<file path="src/rtl/sign_ext_pkg.sv">
// Shared immediate-path types and widths for the 12-to-17-bit extender.
package sign_ext_pkg;

    localparam int IMM_IN_W  = 12;
    localparam int IMM_EXT_W = 5;
    localparam int IMM_OUT_W = IMM_IN_W + IMM_EXT_W;

    typedef logic [IMM_IN_W-1:0]  imm12_t;
    typedef logic [IMM_OUT_W-1:0] imm17_t;

    typedef enum logic {
        EXT_SIGN = 1'b0,
        EXT_ZERO = 1'b1
    } ext_mode_e;

endpackage

</file>
<file path="src/rtl/sign_ext_core.sv">
// Pure combinational extender: the low bits pass through and the top bits
// take either a copy of the input's top bit or zero.
module sign_ext_core
    import sign_ext_pkg::*;
#(
    parameter int IN_W  = IMM_IN_W,
    parameter int EXT_W = IMM_EXT_W
) (
    input  logic [IN_W-1:0]       in_data,
    input  logic                  zext,
    output logic [IN_W+EXT_W-1:0] ext
);

    ext_mode_e mode;
    logic      fill_bit;

    assign mode     = ext_mode_e'(zext);
    assign fill_bit = (mode == EXT_ZERO) ? 1'b0 : in_data[IN_W-1];

    assign ext[IN_W-1:0] = in_data;

    generate
        for (genvar gi = 0; gi < EXT_W; gi++) begin : g_fill
            assign ext[IN_W+gi] = fill_bit;
        end
    endgenerate

endmodule

</file>
<file path="src/rtl/sign_ext_5.sv">
// Immediate extender with one-cycle registered output and a valid qualifier.
// Define SIGN_EXT_5_COMB_EN to bypass the register and get a zero-latency path.
module sign_ext_5
    import sign_ext_pkg::*;
#(
    parameter int IN_W  = IMM_IN_W,
    parameter int EXT_W = IMM_EXT_W
) (
    input  logic                  clk,
    input  logic                  rst_n,
    input  logic                  in_valid,
    input  logic [IN_W-1:0]       in_data,
    input  logic                  zext,
    output logic                  out_valid,
    output logic [IN_W+EXT_W-1:0] out_data,
    output logic                  out_neg
);

    localparam int OUT_W = IN_W + EXT_W;

    logic [OUT_W-1:0] ext;

    sign_ext_core #(
        .IN_W  (IN_W),
        .EXT_W (EXT_W)
    ) u_core (
        .in_data (in_data),
        .zext    (zext),
        .ext     (ext)
    );

`ifdef SIGN_EXT_5_COMB_EN

    assign out_valid = in_valid & rst_n;
    assign out_data  = ext;
    assign out_neg   = ext[OUT_W-1];

`else

    logic [1:0]       rst_sync_reg;
    logic             out_valid_reg;
    logic [OUT_W-1:0] out_data_reg;
    logic             out_neg_reg;

    // Reset asserts immediately but releases only after two clean edges.
    always_ff @(posedge clk or negedge rst_n) begin
        if (!rst_n) begin
            rst_sync_reg <= 2'b00;
        end else begin
            rst_sync_reg <= {rst_sync_reg[0], 1'b1};
        end
    end

    // Data and sign hold while idle so downstream muxes see no spurious toggles.
    always_ff @(posedge clk or negedge rst_n) begin
        if (!rst_n) begin
            out_valid_reg <= 1'b0;
            out_data_reg  <= '0;
            out_neg_reg   <= 1'b0;
        end else if (!rst_sync_reg[1]) begin
            out_valid_reg <= 1'b0;
            out_data_reg  <= '0;
            out_neg_reg   <= 1'b0;
        end else begin
            out_valid_reg <= in_valid;
            if (in_valid) begin
                out_data_reg <= ext;
                out_neg_reg  <= ext[OUT_W-1];
            end
        end
    end

    assign out_valid = out_valid_reg;
    assign out_data  = out_data_reg;
    assign out_neg   = out_neg_reg;

`endif

endmodule

</file>
<file path="config.mk">
export PLATFORM = sky130hd
export DESIGN_NAME = sign_ext_5
export DESIGN_NICKNAME = d
export VERILOG_FILES = /design/src/rtl/sign_ext_pkg.sv /design/src/rtl/sign_ext_core.sv /design/src/rtl/sign_ext_5.sv
export SDC_FILE = /design/constraint.sdc
export NUM_CORES = 1
export LEC_CHECK = 0
export CAP_MARGIN = 5
export CORE_MARGIN = 2
export CORE_UTILIZATION = 41
export DETAILED_ROUTE_END_ITERATION = 10
export PLACE_DENSITY = 0.82
export SLEW_MARGIN = 20
export SYNTH_ARGS = -nofsm -noshare
export SYNTH_HDL_FRONTEND = slang
export SYNTH_SLANG_ARGS = --single-unit
</file>
<file path="constraint.sdc">
create_clock -name clk -period 2.55 [get_ports clk]
set_input_delay 0.765 -clock clk [delete_from_list [all_inputs] [get_ports clk]]
set_output_delay 0.765 -clock clk [all_outputs]
set_load 0.02 [all_outputs]
</file>
clock_nets.png
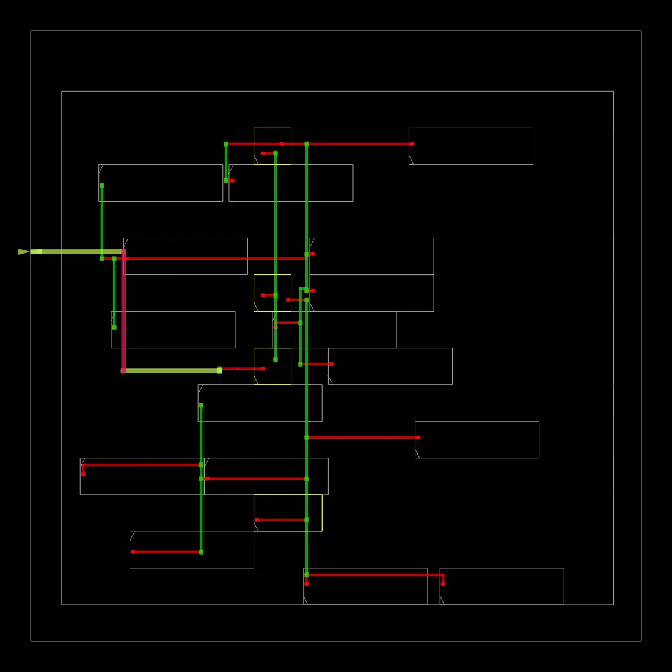
Worst-Skew Late Latency: 0.28 ns
clk pwr: 164 uW
Inserted Clock Buffers: 3

layers.png
Only two layers are drawn.
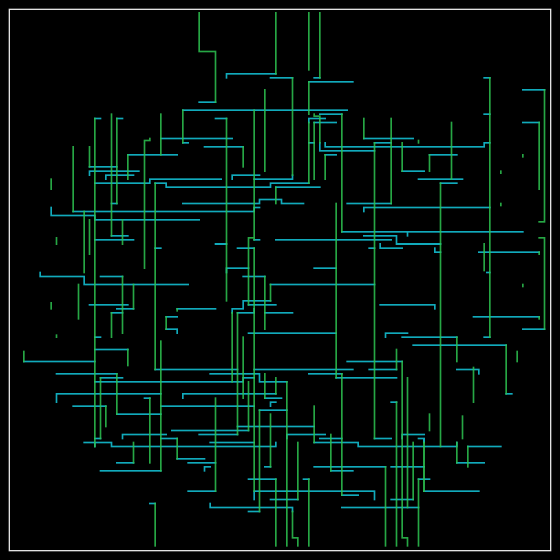
Green shows M2, wire length 582 um. Cyan shows M1, wire length 563 um.
DR WL/cell: 12.3 um
wirelength, routed: 1.23 mm

==> impl_metrics.toml <==
# flow metrics
[run_status]
outcome = "finished clean"

[logic_synthesis]
yosys_warnings = 0
yosysTopAreaCellShare_pct = 57.2
synth_nets = 69
synth_cell_types = 12
synth_cells = 53

[global_route]
overflow = 0
grt_pass1_vias = 468
grt_max_degree = 17

[final_layout]
nonClkBufAreaFrac_pct = 33.7
area_growth_pct = 47.4
antenna_cells = 0
final_core_util_pct = 66.1
design_area_um2 = 1030
logic_area_um2 = 226
seqAreaFraction_pct = 38.8
num-nonclk-buffers = 35

[power_and_ir_drop]
leakage_nw = 0.468
power_switching_uw = 131
powerSeq_uw = 277
pwr-share-comb_pct = 19.3
clock_power_share_pct = 30.0

[critical_path]
cp_cell_sequence = "clkdlybuf4s50_1"
worstSetupStartpointType = "flop"
slowest_stage = "clkdlybuf4s50_1"
cp_data_required_time_ns = 1.79
worstSetupPathType = "flop to output port"
r2r-start = "rst_sync_reg[1]"
rrSetupSlack_ns = 1.68

[final_timing]
fmax_ghz = 0.468
min_period_ns = 2.14

[place]
routabilityCongestion = 0.574
dpl-instance-area_um2 = 995

[clocking]
cts.path.max_buffers = 2
hold_buffers = 0

[floorplanning]
die-area_um2 = 2050

[routing]
route.vias.total = 464
pinout.png
Pins as bars across the die edge, other pins in grey.
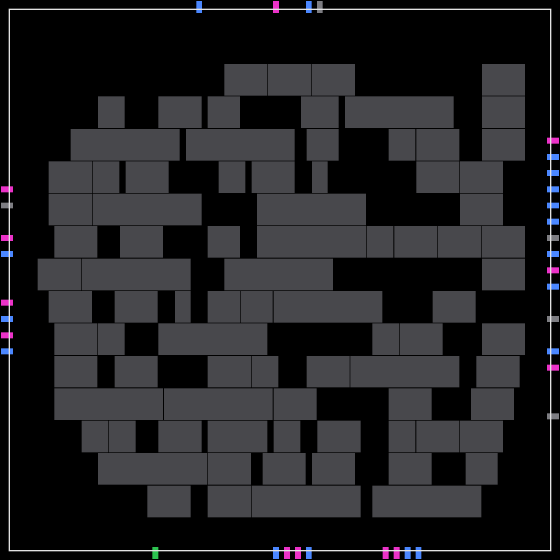
Magenta shows in_data, pins 12, direction input, edge 4 west, 4 south, 3 east, 1 north. Blue shows out_data, pins 17, direction output, edge 8 east, 4 south, 3 west, 2 north. Green shows rst_n, pins 1, direction input, edge south.
die height: 45.3 um
Port Buffer Count: 34
Die X: 45.3 um

ff_map.png
Scale bar: 10 um. Other sequential cells in the stronger grey, the rest of the logic in the fainter grey.
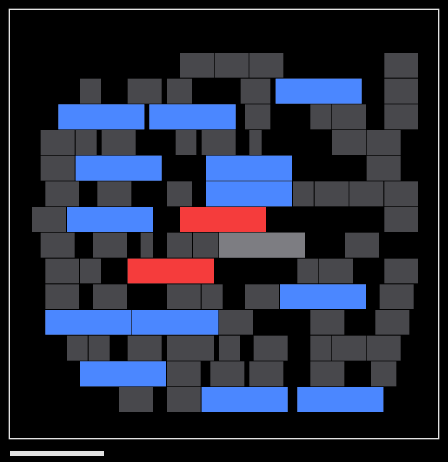
Red shows rst_sync_reg, sequential cells 2. Blue shows out_data, sequential cells 13.
Another 1 sequential cells are not coloured.

[layer usage]
| layer | wire length [um] | up-vias | share of wire [%] |
|---|---|---|---|
| met5 | 0 | - | 0 |
| met4 | 8 | 0 | 0.65 |
| met2 | 581 | 22 | 47 |
| met1 | 563 | 212 | 46 |
| met3 | 79 | 2 | 6.4 |
| li1 | - | 228 | - |
[cells by family after synthesis]
group	synth area share, %
muxes	17.2
and+or+nand+nor	14.7
buffers and inverters	10.4
DFF	57.2
other	0.536
[cell usage after synthesis (all sizes together)]
cell and n:
dfrtp 16, nand3b 1, conb 1, nor2b 12, nand4b 1, mux2i 12
buf 7, nand2 1, clkbuf 1, and2 1
[worst reg2reg max path, stage by stage, from the launching register on]
cell and delay (ns):
dfrtp_1 0.58, nand4b_1 0.15, nand2_1 0.09
Power figures rest on the tool's default switching activity, not on a simulated workload.
